--- config.mk ---
export PLATFORM = sky130hd
export DESIGN_NAME = cvm_vend_ctrl_flat
export DESIGN_NICKNAME = d
export VERILOG_FILES = /design/src/rtl/cvm_pkg.sv /design/src/rtl/cvm_vend_ctrl_if.sv /design/src/rtl/cvm_idle_timer.sv /design/src/rtl/cvm_vend_ctrl.sv /design/src/flat_wrapper.sv
export SDC_FILE = /design/constraint.sdc
export NUM_CORES = 1
export LEC_CHECK = 0
export CAP_MARGIN = 5
export CORE_UTILIZATION = 25
export DETAILED_ROUTE_END_ITERATION = 6
export GPL_TIMING_DRIVEN = 0
export HOLD_SLACK_MARGIN = 0.06
export PLACE_DENSITY_LB_ADDON = 0.15
export SLEW_MARGIN = 0
export SYNTH_ARGS = -nofsm -noshare
export SYNTH_HDL_FRONTEND = slang
export SYNTH_SLANG_ARGS = --single-unit
--- constraint.sdc ---
create_clock -name i_clk -period 8.2 [get_ports i_clk]
set_clock_uncertainty 0.1 [all_clocks]
set_input_delay 1.64 -clock i_clk [delete_from_list [all_inputs] [get_ports i_clk]]
set_output_delay 1.64 -clock i_clk [all_outputs]
set_load 0.02 [all_outputs]
--- src/rtl/cvm_pkg.sv ---
// Shared types and coin encodings for the vending controller.
package cvm_pkg;

  typedef enum logic [1:0] {
    StIdle,
    StCredit,
    StDispense,
    StChange
  } state_t;

  localparam logic [1:0] COIN_NONE = 2'b00;
  localparam logic [1:0] COIN_1    = 2'b01;
  localparam logic [1:0] COIN_2    = 2'b10;
  localparam logic [1:0] COIN_3    = 2'b11;

endpackage

--- src/rtl/cvm_vend_ctrl_if.sv ---
// Vending controller bus: coin/selection inputs, dispense and change handshakes, status.
interface cvm_vend_ctrl_if #(
  parameter int unsigned N_ITEMS  = 4,
  parameter int unsigned CREDIT_W = 8
);
  localparam int unsigned IW = (N_ITEMS > 2) ? $clog2(N_ITEMS) : 1;

  logic [1:0]          coin;
  logic                sel_valid;
  logic [IW-1:0]       sel_item;
  logic                sugar;
  logic                cancel;
  logic                dispense_valid;
  logic [IW-1:0]       dispense_item;
  logic                dispense_sugar;
  logic                dispense_ready;
  logic                change_valid;
  logic [CREDIT_W-1:0] change_amount;
  logic                change_ready;
  logic [CREDIT_W-1:0] credit;
  logic                coin_reject;
  logic                sel_err;
  logic                busy;

  modport slave (
    input  coin, sel_valid, sel_item, sugar, cancel, dispense_ready, change_ready,
    output dispense_valid, dispense_item, dispense_sugar, change_valid, change_amount,
    output credit, coin_reject, sel_err, busy
  );

  modport master (
    output coin, sel_valid, sel_item, sugar, cancel, dispense_ready, change_ready,
    input  dispense_valid, dispense_item, dispense_sugar, change_valid, change_amount,
    input  credit, coin_reject, sel_err, busy
  );

endinterface

--- src/rtl/cvm_idle_timer.sv ---
// Clearable up-counter; o_tc holds high once TIMEOUT_CYC-1 is reached until cleared.
module cvm_idle_timer #(
  parameter int unsigned TIMEOUT_CYC = 1000
) (
  input  logic i_clk,
  input  logic i_rst_n,
  input  logic i_clr,
  output logic o_tc
);
  localparam int unsigned CntW = (TIMEOUT_CYC > 2) ? $clog2(TIMEOUT_CYC) : 1;
  localparam logic [CntW-1:0] TermCnt = CntW'(TIMEOUT_CYC - 1);

  logic [CntW-1:0] r_cnt;

  assign o_tc = (r_cnt == TermCnt);

  always_ff @(posedge i_clk or negedge i_rst_n) begin
    if (!i_rst_n) begin
      r_cnt <= '0;
    end else if (i_clr) begin
      r_cnt <= '0;
    end else if (!o_tc) begin
      r_cnt <= r_cnt + 1'b1;
    end
  end

endmodule

--- src/rtl/cvm_vend_ctrl.sv ---
// Multi-product vending controller: credit accumulation, selection, dispense and change.
module cvm_vend_ctrl
  import cvm_pkg::*;
#(
  parameter int unsigned N_ITEMS  = 4,
  parameter int unsigned CREDIT_W = 8,
  parameter int unsigned COIN_V1  = 5,
  parameter int unsigned COIN_V2  = 10,
  parameter int unsigned COIN_V3  = 25,
  parameter logic [N_ITEMS*CREDIT_W-1:0] PRICES = {8'd40, 8'd30, 8'd20, 8'd15},
  parameter int unsigned MAX_CREDIT  = 100,
  parameter int unsigned TIMEOUT_CYC = 1000
) (
  input logic            i_clk,
  input logic            i_rst_n,
  cvm_vend_ctrl_if.slave io_bus
);
  localparam int unsigned IW = (N_ITEMS > 2) ? $clog2(N_ITEMS) : 1;
  localparam int unsigned SW = CREDIT_W + 1;
  localparam logic [IW:0] NItemsExt = (IW + 1)'(N_ITEMS);
  localparam logic [SW-1:0] MaxSum = SW'(MAX_CREDIT);

  state_t              r_state, w_state_d;
  logic [CREDIT_W-1:0] r_credit, w_credit_d;
  logic [IW-1:0]       r_item, w_item_d;
  logic                r_sugar, w_sugar_d;
  logic                r_coin_rej, w_coin_rej_d;
  logic                r_sel_err, w_sel_err_d;
  logic                r_disp_valid, r_chg_valid, r_busy;

  logic [CREDIT_W-1:0] w_coin_val, w_price, w_after_sel;
  logic [SW-1:0]       w_sum_coin, w_sum_sel;
  logic                w_coin_ev, w_item_ok, w_afford, w_cancel_eff;
  logic                w_tmr_clr, w_tmr_tc;
  int unsigned         w_idx;

  always_comb begin
    unique case (io_bus.coin)
      COIN_1:  w_coin_val = CREDIT_W'(COIN_V1);
      COIN_2:  w_coin_val = CREDIT_W'(COIN_V2);
      COIN_3:  w_coin_val = CREDIT_W'(COIN_V3);
      default: w_coin_val = '0;
    endcase
  end

  assign w_coin_ev    = (io_bus.coin != COIN_NONE);
  assign w_idx        = 32'(io_bus.sel_item);
  assign w_item_ok    = ({1'b0, io_bus.sel_item} < NItemsExt);
  assign w_price      = w_item_ok ? PRICES[w_idx*CREDIT_W +: CREDIT_W] : '0;
  // Affordability is judged on credit before any same-cycle coin.
  assign w_afford     = w_item_ok && (r_credit >= w_price);
  assign w_after_sel  = r_credit - w_price;
  assign w_sum_coin   = {1'b0, r_credit} + {1'b0, w_coin_val};
  assign w_sum_sel    = {1'b0, w_after_sel} + {1'b0, w_coin_val};
  assign w_cancel_eff = io_bus.cancel && (r_state == StCredit);

  // Any coin or selection counts as activity; the timer only runs while holding credit.
  assign w_tmr_clr = (r_state != StCredit) || w_coin_ev || io_bus.sel_valid;

  cvm_idle_timer #(
    .TIMEOUT_CYC(TIMEOUT_CYC)
  ) u_idle_timer (
    .i_clk  (i_clk),
    .i_rst_n(i_rst_n),
    .i_clr  (w_tmr_clr),
    .o_tc   (w_tmr_tc)
  );

  always_comb begin
    w_state_d    = r_state;
    w_credit_d   = r_credit;
    w_item_d     = r_item;
    w_sugar_d    = r_sugar;
    w_coin_rej_d = 1'b0;
    w_sel_err_d  = 1'b0;
    unique case (r_state)
      StIdle, StCredit: begin
        if (io_bus.sel_valid && !w_cancel_eff && w_afford) begin
          w_item_d  = io_bus.sel_item;
          w_sugar_d = io_bus.sugar;
          w_state_d = StDispense;
          if (w_coin_ev && (w_sum_sel > MaxSum)) begin
            w_coin_rej_d = 1'b1;
            w_credit_d   = w_after_sel;
          end else begin
            w_credit_d = w_sum_sel[CREDIT_W-1:0];
          end
        end else begin
          w_sel_err_d = io_bus.sel_valid && !w_cancel_eff;
          if (w_coin_ev) begin
            if (w_sum_coin <= MaxSum) begin
              w_credit_d = w_sum_coin[CREDIT_W-1:0];
              w_state_d  = StCredit;
            end else begin
              w_coin_rej_d = 1'b1;
            end
          end
          if (w_cancel_eff ||
              (r_state == StCredit && w_tmr_tc && !w_coin_ev && !io_bus.sel_valid)) begin
            w_state_d = StChange;
          end
        end
      end
      StDispense: begin
        w_coin_rej_d = w_coin_ev;
        w_sel_err_d  = io_bus.sel_valid;
        if (io_bus.dispense_ready) begin
          w_state_d = (r_credit != '0) ? StChange : StIdle;
        end
      end
      StChange: begin
        w_coin_rej_d = w_coin_ev;
        w_sel_err_d  = io_bus.sel_valid;
        if (io_bus.change_ready) begin
          w_credit_d = '0;
          w_state_d  = StIdle;
        end
      end
      default: w_state_d = StIdle;
    endcase
  end

  always_ff @(posedge i_clk or negedge i_rst_n) begin
    if (!i_rst_n) begin
      r_state      <= StIdle;
      r_credit     <= '0;
      r_item       <= '0;
      r_sugar      <= 1'b0;
      r_coin_rej   <= 1'b0;
      r_sel_err    <= 1'b0;
      r_disp_valid <= 1'b0;
      r_chg_valid  <= 1'b0;
      r_busy       <= 1'b0;
    end else begin
      r_state      <= w_state_d;
      r_credit     <= w_credit_d;
      r_item       <= w_item_d;
      r_sugar      <= w_sugar_d;
      r_coin_rej   <= w_coin_rej_d;
      r_sel_err    <= w_sel_err_d;
      r_disp_valid <= (w_state_d == StDispense);
      r_chg_valid  <= (w_state_d == StChange);
      r_busy       <= (w_state_d == StDispense) || (w_state_d == StChange);
    end
  end

  assign io_bus.dispense_valid = r_disp_valid;
  assign io_bus.dispense_item  = r_item;
  assign io_bus.dispense_sugar = r_sugar;
  assign io_bus.change_valid   = r_chg_valid;
  assign io_bus.change_amount  = r_credit;
  assign io_bus.credit         = r_credit;
  assign io_bus.coin_reject    = r_coin_rej;
  assign io_bus.sel_err        = r_sel_err;
  assign io_bus.busy           = r_busy;

endmodule

--- src/flat_wrapper.sv ---
// flat-port wrapper written by rule: the top's interface ports become plain ports
module cvm_vend_ctrl_flat import cvm_pkg::*;
#(
  parameter int unsigned N_ITEMS  = 4,
  parameter int unsigned CREDIT_W = 8,
  parameter int unsigned COIN_V1  = 5,
  parameter int unsigned COIN_V2  = 10,
  parameter int unsigned COIN_V3  = 25,
  parameter logic [N_ITEMS*CREDIT_W-1:0] PRICES = {8'd40, 8'd30, 8'd20, 8'd15},
  parameter int unsigned MAX_CREDIT  = 100,
  parameter int unsigned TIMEOUT_CYC = 1000
)
  (i_clk, i_rst_n, io_bus_coin, io_bus_sel_valid, io_bus_sel_item, io_bus_sugar, io_bus_cancel, io_bus_dispense_ready, io_bus_change_ready, io_bus_dispense_valid, io_bus_dispense_item, io_bus_dispense_sugar, io_bus_change_valid, io_bus_change_amount, io_bus_credit, io_bus_coin_reject, io_bus_sel_err, io_bus_busy);
  cvm_vend_ctrl_if #(.N_ITEMS(N_ITEMS), .CREDIT_W(CREDIT_W)) io_bus_i ();
  input logic i_clk;
  input logic i_rst_n;
  input wire logic [$bits(io_bus_i.coin)-1:0] io_bus_coin;
  input wire logic [$bits(io_bus_i.sel_valid)-1:0] io_bus_sel_valid;
  input wire logic [$bits(io_bus_i.sel_item)-1:0] io_bus_sel_item;
  input wire logic [$bits(io_bus_i.sugar)-1:0] io_bus_sugar;
  input wire logic [$bits(io_bus_i.cancel)-1:0] io_bus_cancel;
  input wire logic [$bits(io_bus_i.dispense_ready)-1:0] io_bus_dispense_ready;
  input wire logic [$bits(io_bus_i.change_ready)-1:0] io_bus_change_ready;
  output wire logic [$bits(io_bus_i.dispense_valid)-1:0] io_bus_dispense_valid;
  output wire logic [$bits(io_bus_i.dispense_item)-1:0] io_bus_dispense_item;
  output wire logic [$bits(io_bus_i.dispense_sugar)-1:0] io_bus_dispense_sugar;
  output wire logic [$bits(io_bus_i.change_valid)-1:0] io_bus_change_valid;
  output wire logic [$bits(io_bus_i.change_amount)-1:0] io_bus_change_amount;
  output wire logic [$bits(io_bus_i.credit)-1:0] io_bus_credit;
  output wire logic [$bits(io_bus_i.coin_reject)-1:0] io_bus_coin_reject;
  output wire logic [$bits(io_bus_i.sel_err)-1:0] io_bus_sel_err;
  output wire logic [$bits(io_bus_i.busy)-1:0] io_bus_busy;
  assign io_bus_i.coin = io_bus_coin;
  assign io_bus_i.sel_valid = io_bus_sel_valid;
  assign io_bus_i.sel_item = io_bus_sel_item;
  assign io_bus_i.sugar = io_bus_sugar;
  assign io_bus_i.cancel = io_bus_cancel;
  assign io_bus_i.dispense_ready = io_bus_dispense_ready;
  assign io_bus_i.change_ready = io_bus_change_ready;
  assign io_bus_dispense_valid = io_bus_i.dispense_valid;
  assign io_bus_dispense_item = io_bus_i.dispense_item;
  assign io_bus_dispense_sugar = io_bus_i.dispense_sugar;
  assign io_bus_change_valid = io_bus_i.change_valid;
  assign io_bus_change_amount = io_bus_i.change_amount;
  assign io_bus_credit = io_bus_i.credit;
  assign io_bus_coin_reject = io_bus_i.coin_reject;
  assign io_bus_sel_err = io_bus_i.sel_err;
  assign io_bus_busy = io_bus_i.busy;
  cvm_vend_ctrl #(.N_ITEMS(N_ITEMS), .CREDIT_W(CREDIT_W), .COIN_V1(COIN_V1), .COIN_V2(COIN_V2), .COIN_V3(COIN_V3), .PRICES(PRICES), .MAX_CREDIT(MAX_CREDIT), .TIMEOUT_CYC(TIMEOUT_CYC)) u_core (.i_clk(i_clk), .i_rst_n(i_rst_n), .io_bus(io_bus_i));
endmodule
### The metal 2 layer

The bar under the picture is 20 um long.
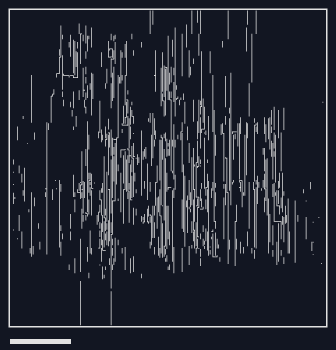
wire length on this layer = 3360 um
main direction = vertical
share of all routed wire = 46%
longest straight run = 43.5 um
Total Wirelength: 7.340 mm
via count: 2401

### Cells colored by class

The bar under the picture is 20 um long. Fill, decap, tap and diode cells in gray.
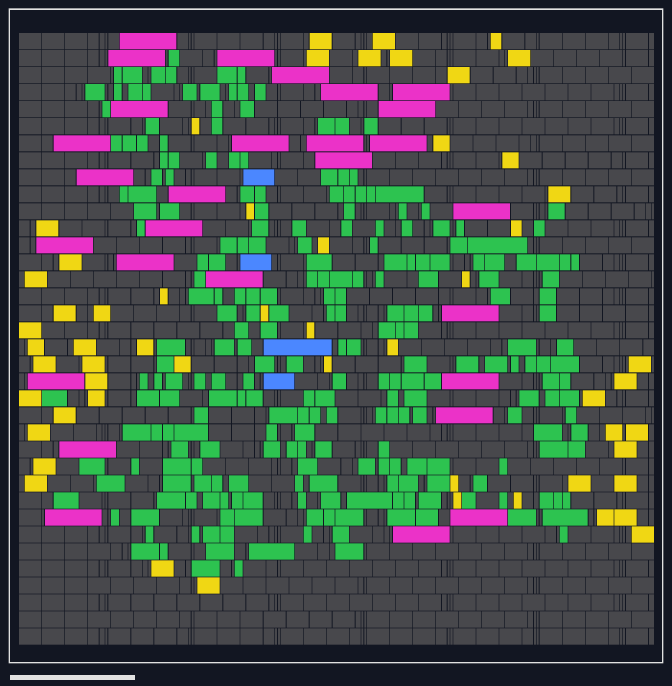
yellow -> other buffers and delay cells  # cells 56, share of their area 15%
green -> all other logic  # cells 251, share of their area 59%
blue -> clock drivers and dummy loads  # cells 4, share of their area 2.4%
magenta -> flip-flops  # cells 28, share of their area 23%
Seq area share: 21.98%
Final Util: 32.03%
final instance area: 3188 sq um

### Supply network

Pins as bars on the die edge. Tap cells in gray.
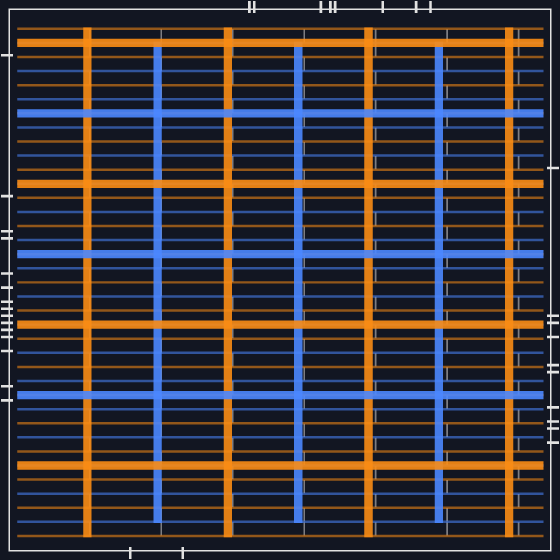
blue -> VDD
orange -> VSS
met1 rails = 37
rows = 36
met5 straps = 7
core footprint: 9955 sq um
die height: 104.3 um
worst vdd ir: 160.2 uV

### Clock network drawn from the DEF

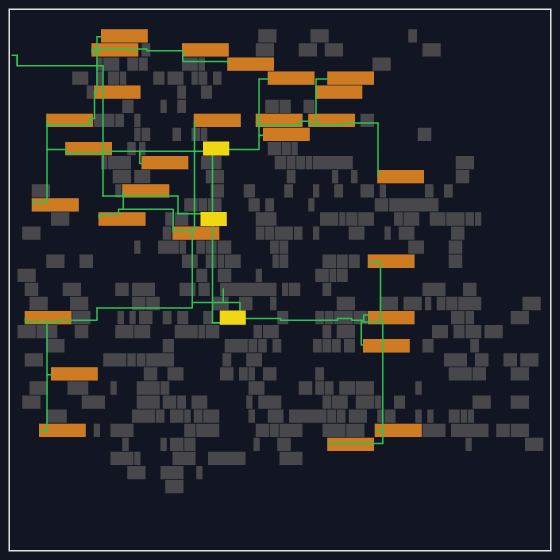
orange -> flip-flops  # count 28
green -> clock wires  # length 518 um
yellow -> cells driving clock nets  # count 3
routed clock nets = 4
clock share of power: 10.0%
Latency at later pin: 0.30 ns
P_clk: 118 uW

==> results.sh <==
# source this file to load flow results
export IMPL_synth_area_top_cells="dfrtp_1, ha_1, nand3_1"
export IMPL_finalClockPeriodUsage_pct=68.99
export IMPL_synth_cell_types=57
export IMPL_hold_path_cell_count=1
export IMPL_grtUsageTotal_pct=14.21
export IMPL_startpoint="io_bus_sel_item[0]"
export IMPL_ys_sh_adder_pct=12.34
export IMPL_postRouteAntennaNets=0
export IMPL_inverters=12
export IMPL_htree_levels=1
export IMPL_hold_path_end="u_core.io_bus.dispense_sugar"
export IMPL_status="completed"
export IMPL_ys_warn_count=0
export IMPL_worstSetupPathType="input pin to flop"
export IMPL_ys_top_logic_family="AND-OR/OR-AND gates"
export IMPL_hpwl_mm=5.757
export IMPL_n_tap_cell=133
export IMPL_clockBufferDepth=2
export IMPL_comb_power_uw=844
export IMPL_ys_chip_area_sq_um=2615
export IMPL_start_kind="input pin"
export IMPL_r2r_start="u_core.io_bus.change_amount[0]"
export IMPL_powerDensity_nw_per_um2=371.9
export IMPL_highest_layer="met4"
export IMPL_ctsHoldBuffers=0
export IMPL_dp_cells=468
export IMPL_multi_input_comb_cells=239
export IMPL_path_buffers=3
export IMPL_io_pins=35
export IMPL_critPathCapture="u_core.io_bus.change_amount[4]"
export IMPL_hold_class="flop to flop"
export IMPL_top_area_cell="dfrtp_1"
export IMPL_rsz0062_at_grt="no"
export IMPL_netlist_area_leader_share_pct=26.79
export IMPL_buffers=56
export IMPL_p_leak_nw=1.362
export IMPL_grt_antenna_before_repair=0
Power figures rest on the tool's default switching activity, not on a simulated workload.
